--- src/rtl/simmem_pkg.sv ---
// simmem_pkg
// Shared types and defaults for the simulated-memory response path.
// - Default* constants give the parameter defaults of simmem_delay_tracker.
// - slot_t is the record kept for each tracked entry at the default widths.
//   The tracker declares an equivalent record sized by its own parameters.
package simmem_pkg;

  localparam int unsigned DefaultIdWidth    = 6;
  localparam int unsigned DefaultDelayWidth = 8;
  localparam int unsigned DefaultNumSlots   = 8;
  localparam int unsigned DefaultFixedDelay = 10;

  typedef struct packed {
    logic                         valid;
    logic [DefaultIdWidth-1:0]    id;
    logic [DefaultDelayWidth-1:0] counter;
  } slot_t;

endpackage

--- src/rtl/simmem_age_matrix.sv ---
// simmem_age_matrix
// Tracks the arrival order of NumSlots slots and picks the oldest requester.
// Ports:
//   clk_i    in  clock
//   rst_ni   in  asynchronous active-low reset
//   set_i    in  one-hot, slot being allocated this cycle (becomes youngest)
//   clear_i  in  one-hot, slot being freed this cycle
//   req_i    in  mask of slots competing for selection
//   oldest_o out one-hot of the oldest requesting slot (zero when no request)
module simmem_age_matrix import simmem_pkg::*; #(
  parameter int unsigned NumSlots = DefaultNumSlots
) (
  input  logic                clk_i,
  input  logic                rst_ni,
  input  logic [NumSlots-1:0] set_i,
  input  logic [NumSlots-1:0] clear_i,
  input  logic [NumSlots-1:0] req_i,
  output logic [NumSlots-1:0] oldest_o
);

  // older_q[i][j] = 1 means slot i arrived before slot j.
  logic [NumSlots-1:0] older_q [NumSlots];
  logic [NumSlots-1:0] occupied_q;
  logic [NumSlots-1:0] blocked;

  // A newly allocated slot is younger than every slot that stays occupied,
  // so its row is cleared and its column copies the surviving occupancy.
  // Freed slots drop out of both their row and column so stale order
  // information can never block a later requester.
  always_ff @(posedge clk_i or negedge rst_ni) begin
    if (!rst_ni) begin
      occupied_q <= '0;
      for (int i = 0; i < NumSlots; i++) begin
        older_q[i] <= '0;
      end
    end else begin
      occupied_q <= (occupied_q & ~clear_i) | set_i;
      for (int i = 0; i < NumSlots; i++) begin
        for (int j = 0; j < NumSlots; j++) begin
          if (set_i[i]) begin
            older_q[i][j] <= 1'b0;
          end else if (set_i[j]) begin
            older_q[i][j] <= occupied_q[i] && !clear_i[i];
          end else if (clear_i[i] || clear_i[j]) begin
            older_q[i][j] <= 1'b0;
          end
        end
      end
    end
  end

  // A requester wins when no other requester is older than it.
  always_comb begin
    oldest_o = '0;
    blocked  = '0;
    for (int j = 0; j < NumSlots; j++) begin
      for (int i = 0; i < NumSlots; i++) begin
        if (req_i[i] && older_q[i][j]) begin
          blocked[j] = 1'b1;
        end
      end
      oldest_o[j] = req_i[j] && !blocked[j];
    end
  end

endmodule

--- src/rtl/simmem_delay_tracker.sv ---
// simmem_delay_tracker
// Holds up to NumSlots in-flight identifiers, each with its own down-counting
// delay, and releases them oldest-first once expired. A presented output is
// held stable until the downstream accepts it.
// Ports:
//   clk_i        in  clock
//   rst_ni       in  asynchronous active-low reset
//   in_id_i      in  identifier to delay
//   in_delay_i   in  requested delay (used only when UseInputDelay=1)
//   in_valid_i   in  request valid
//   in_ready_o   out a free slot exists
//   out_id_o     out identifier whose delay has elapsed
//   out_valid_o  out out_id_o is valid
//   out_ready_i  in  downstream accepts out_id_o
//   occupancy_o  out number of occupied slots
module simmem_delay_tracker import simmem_pkg::*; #(
  parameter int unsigned IdWidth       = DefaultIdWidth,
  parameter int unsigned DelayWidth    = DefaultDelayWidth,
  parameter int unsigned NumSlots      = DefaultNumSlots,
  parameter int unsigned FixedDelay    = DefaultFixedDelay,
  parameter bit          UseInputDelay = 1'b0,
  localparam int unsigned OccWidth     = $clog2(NumSlots + 1)
) (
  input  logic                  clk_i,
  input  logic                  rst_ni,
  input  logic [IdWidth-1:0]    in_id_i,
  input  logic [DelayWidth-1:0] in_delay_i,
  input  logic                  in_valid_i,
  output logic                  in_ready_o,
  output logic [IdWidth-1:0]    out_id_o,
  output logic                  out_valid_o,
  input  logic                  out_ready_i,
  output logic [OccWidth-1:0]   occupancy_o
);

  typedef struct packed {
    logic                  valid;
    logic [IdWidth-1:0]    id;
    logic [DelayWidth-1:0] counter;
  } tracked_slot_t;

  tracked_slot_t slots_q [NumSlots];

  logic [NumSlots-1:0]   free_vec;
  logic [NumSlots-1:0]   expired_vec;
  logic [NumSlots-1:0]   alloc_oh;
  logic [NumSlots-1:0]   alloc_set;
  logic [NumSlots-1:0]   oldest_oh;
  logic [NumSlots-1:0]   sel_oh;
  logic [NumSlots-1:0]   release_oh;
  logic [NumSlots-1:0]   lock_oh_q;
  logic                  lock_q;
  logic                  in_fire;
  logic                  out_fire;
  logic [DelayWidth-1:0] eff_delay;
  logic [DelayWidth-1:0] load_value;
  logic [OccWidth-1:0]   occ_q;

  // Per-slot status: free slots feed the allocator, expired slots compete
  // for the output.
  always_comb begin
    free_vec    = '0;
    expired_vec = '0;
    for (int i = 0; i < NumSlots; i++) begin
      free_vec[i]    = !slots_q[i].valid;
      expired_vec[i] = slots_q[i].valid && (slots_q[i].counter == '0);
    end
  end

  // Lowest-index free slot; scanning downwards lets the lowest index win.
  always_comb begin
    alloc_oh = '0;
    for (int i = NumSlots - 1; i >= 0; i--) begin
      if (free_vec[i]) begin
        alloc_oh    = '0;
        alloc_oh[i] = 1'b1;
      end
    end
  end

  // A delay of D makes the entry eligible D cycles after acceptance, so the
  // counter starts at D-1; zero is treated as one.
  assign eff_delay  = UseInputDelay ? in_delay_i : DelayWidth'(FixedDelay);
  assign load_value = (eff_delay == '0) ? '0 : eff_delay - DelayWidth'(1);

  assign in_ready_o = |free_vec;
  assign in_fire    = in_valid_i && in_ready_o;
  assign alloc_set  = in_fire ? alloc_oh : '0;

  // While locked, the slot captured at the stall stays presented even if an
  // older slot expires in the meantime.
  assign sel_oh      = lock_q ? lock_oh_q : oldest_oh;
  assign out_valid_o = lock_q || (|expired_vec);
  assign out_fire    = out_valid_o && out_ready_i;
  assign release_oh  = out_fire ? sel_oh : '0;

  always_comb begin
    out_id_o = '0;
    for (int i = 0; i < NumSlots; i++) begin
      if (out_valid_o && sel_oh[i]) begin
        out_id_o = slots_q[i].id;
      end
    end
  end

  simmem_age_matrix #(
    .NumSlots (NumSlots)
  ) u_age_matrix (
    .clk_i    (clk_i),
    .rst_ni   (rst_ni),
    .set_i    (alloc_set),
    .clear_i  (release_oh),
    .req_i    (expired_vec),
    .oldest_o (oldest_oh)
  );

  // Slot storage: load on allocation, free on release, otherwise count down
  // and saturate at zero. Allocation and release never target the same slot
  // because one needs it free and the other needs it occupied.
  always_ff @(posedge clk_i or negedge rst_ni) begin
    if (!rst_ni) begin
      for (int i = 0; i < NumSlots; i++) begin
        slots_q[i] <= '0;
      end
    end else begin
      for (int i = 0; i < NumSlots; i++) begin
        if (alloc_set[i]) begin
          slots_q[i].valid   <= 1'b1;
          slots_q[i].id      <= in_id_i;
          slots_q[i].counter <= load_value;
        end else if (release_oh[i]) begin
          slots_q[i].valid   <= 1'b0;
        end else if (slots_q[i].valid && (slots_q[i].counter != '0)) begin
          slots_q[i].counter <= slots_q[i].counter - DelayWidth'(1);
        end
      end
    end
  end

  // Lock captures the presented slot when the downstream stalls and clears
  // on the handshake, so a fresh selection happens the following cycle.
  always_ff @(posedge clk_i or negedge rst_ni) begin
    if (!rst_ni) begin
      lock_q    <= 1'b0;
      lock_oh_q <= '0;
    end else if (out_valid_o && !out_ready_i) begin
      lock_q    <= 1'b1;
      lock_oh_q <= sel_oh;
    end else if (out_fire) begin
      lock_q    <= 1'b0;
      lock_oh_q <= '0;
    end
  end

  // Occupancy follows accepts and releases; both together cancel out.
  always_ff @(posedge clk_i or negedge rst_ni) begin
    if (!rst_ni) begin
      occ_q <= '0;
    end else if (in_fire && !out_fire) begin
      occ_q <= occ_q + OccWidth'(1);
    end else if (!in_fire && out_fire) begin
      occ_q <= occ_q - OccWidth'(1);
    end
  end

  assign occupancy_o = occ_q;

endmodule
--- config.mk ---
export PLATFORM = sky130hd
export DESIGN_NAME = simmem_delay_tracker
export DESIGN_NICKNAME = d
export VERILOG_FILES = /design/src/rtl/simmem_pkg.sv /design/src/rtl/simmem_age_matrix.sv /design/src/rtl/simmem_delay_tracker.sv
export SDC_FILE = /design/constraint.sdc
export NUM_CORES = 1
export LEC_CHECK = 0
export CAP_MARGIN = 20
export CORE_UTILIZATION = 25
export DETAILED_ROUTE_END_ITERATION = 10
export PLACE_DENSITY = 0.46
export SLEW_MARGIN = 20
export SYNTH_ARGS = -nofsm -noshare
export SYNTH_HDL_FRONTEND = slang
export SYNTH_HIERARCHICAL = 1
export SYNTH_SLANG_ARGS = --single-unit
--- constraint.sdc ---
create_clock -name clk_i -period 12.7 [get_ports clk_i]
set_input_delay 2.54 -clock clk_i [delete_from_list [all_inputs] [get_ports clk_i]]
set_output_delay 2.54 -clock clk_i [all_outputs]
set_load 0.1 [all_outputs]
Figure 1. Signal wires by layer.
Bar = 50 µm.
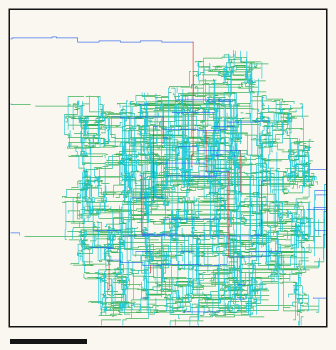
layer	color	wire length
met2	cyan	12,700 µm
met3	blue	956 µm
met1	green	13,600 µm
met4	red	351 µm

==> results.json <==
{
  "outcome": "completed",
  "met2_length_um": 12700,
  "synth_area_um2": 10200,
  "ys_area_um2": 10200,
  "floorplan.nets": 1121,
  "fin_skew_ns": 0.0113,
  "fin_crit_ns": 9.23,
  "diodes": 0,
  "antenna_found_initial": 0,
  "async_flop_share_pct": 100,
  "peakVddDrop_v": 0.000109,
  "critPathLaunchType": "flip-flop",
  "crit_path_end_kind": "output pin",
  "synthDominantCellAreaShare_pct": 48.4,
  "maxCapViolCount": 0,
  "grt_use_met3_pct": 2.73,
  "final_nets": 1106,
  "ant_nets": 0,
  "cp_slowest_cell": "clkdlybuf4s50_1",
  "drcViolationCount": 0,
  "powerDensity_nw_per_um2": 241,
  "gr-usage-met1_pct": 19.2,
  "max_freq_mhz": 108,
  "place_congestion": 0.778,
  "wl_met3_um": 955,
  "wl_um": 27600,
  "core_area_um2": 40000,
  "mux_area_share_pct": 5.67,
  "path_max_fanout": 11,
  "fin_cells": 1606,
  "die_h_um": 204,
  "netlist_instances": 1083,
  "port_buffers": 21,
  "htree_levels": 4,
  "worstSetupPathType": "reg -> out",
  "crit_arrival_ns": 6.69,
  "vias_per_cell": 4.84,
  "synth_cell_types": 63,
  "utilization_pct": 28.6,
  "path_common_cell": "a221oi_1",
  "first_pass_iters": 6,
  "slowest_delay_ns": 1.24,
  "crit_chain": "or4_1 -> nor4b_1 -> nand2_1 -> inv_1 -> a22o_1 -> a221oi_2 -> and4_1 -> mux2_2 -> nor2_1 -> a221oi_1 -> o311ai_0 -> a221oi_1 -> o41ai_1 -> clkdlybuf4s50_1",
  "grt_pass1_vias": 7724,
  "clkTransAtPathRegs_ns": 0.07,
  "tns_ns": 0,
  "simple_gate_area_share_pct": 23.1,
  "synthAoiAreaFrac_pct": 14.3,
  "num_rows": 73,
  "critPathBufInv": 2,
  "crit_required_ns": 10.16,
  "drt-initial-drc-count": 592,
  "top_logic_kind": "simple AND/OR/NAND/NOR gates",
  "cts-buffers-inserted": 17,
  "xor_area_share_pct": 0.344,
  "largest_area_cell": "dfrtp_1",
  "post-place-ws_ns": 3.84,
  "worst_hold_slack_ns": 0.471,
  "grt_usage_pct": 13.9,
  "dp.cells": 1574,
  "slew_viol_final": 0,
  "synthTopCellsByCount": "nand2_1, dfrtp_1, nor2_1, a22oi_1, mux2i_1",
  "setup_viol": 0,
  "hold_viol_final": 0,
  "yosys_cells": 1083,
  "wl_met1_um": 13600,
  "cts_tree": "built",
  "post_cts_buffers": 0,
  "clockBufferDepth": 2
}
Figure 2. Register map, names as in the netlist.
Bar = 50 µm. Other sequential cells in the stronger gray, the rest of the logic in the fainter gray.
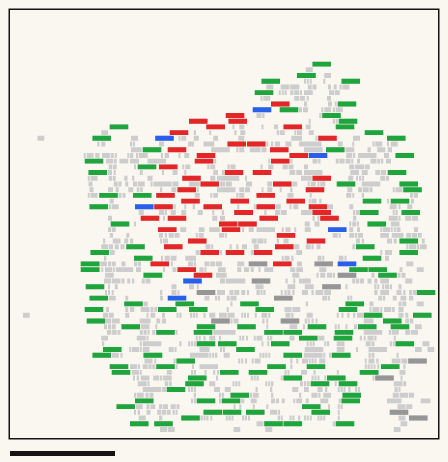
name in the netlist	color	placed flops	where
`u_age_matrix/older_q`	red	56	center
`slots_q`	green	120	widely spread
`u_age_matrix/occupied_q`	blue	8	center

-- final timing paths --
kind	from	to	slack, ns	depth (start not counted)
worst min-delay path	slots_q[20]	slots_q[20]	0.47	1
worst max-delay path	slots_q[17]	out_id_o[0]	3.47	14
max in group asynchronous	rst_ni	u_age_matrix/older_q[59]	8.45	3
min in group asynchronous	rst_ni	occupancy_o[0]	2.07	1
worst max register to register	slots_q[17]	u_age_matrix/older_q[61]	8.14	13
worst min register to register	slots_q[20]	slots_q[20]	0.47	1
-- cells in the final DEF (no fill, tap or decap), types with 5 or more instances in the layout --
cell type        count
mux2_2               9
a22o_1               8
o311ai_0             6
clkbuf_16           17
or4_1               23
a21o_1               9
o31ai_1              9
nand2_1            214
nor4_2               6
inv_1               42
and4_1               8
a22oi_1             67
nand2b_1             9
nand3b_1             5
mux2i_1             45
or2_2                9
ha_1                19
nor3_1              26
buf_4               15
o21ai_0             23
a221oi_1            11
nor2_1             117
dfrtp_1            197
nor4_1              13
or3_1               25
nand3_1             19
a21oi_1             27
clkdlybuf4s50_1     20
a221oi_2             8
-- cell type report --
cell class	count	area [µm²]
clock buffers	20	457
clock inverters	12	166
fillers	4198	28600
inverters	47	176
multi-input cells	769	4740
flip-flops and latches	197	4930
well taps	525	657
repair buffers	36	327
-- sequential cells by signal, summed over array words and instances, names as in the netlist --
signal / cells
slots_q: 120
u_age_matrix/older_q: 56
lock_q: 1
lock_oh_q: 8
occupancy_o: 4
u_age_matrix/occupied_q: 8
-- power by group --
part	total (W)	switching, W	internal, W	leakage [nW]
registers	0.00116	0.000255	0.000906	2.44
clock network	0.000590	0.000265	0.000325	0.292
logic	0.00100	0.000606	0.000397	2.43
total	0.00275	0.00113	0.00163	5.16
Power figures rest on the tool's default switching activity, not on a simulated workload.
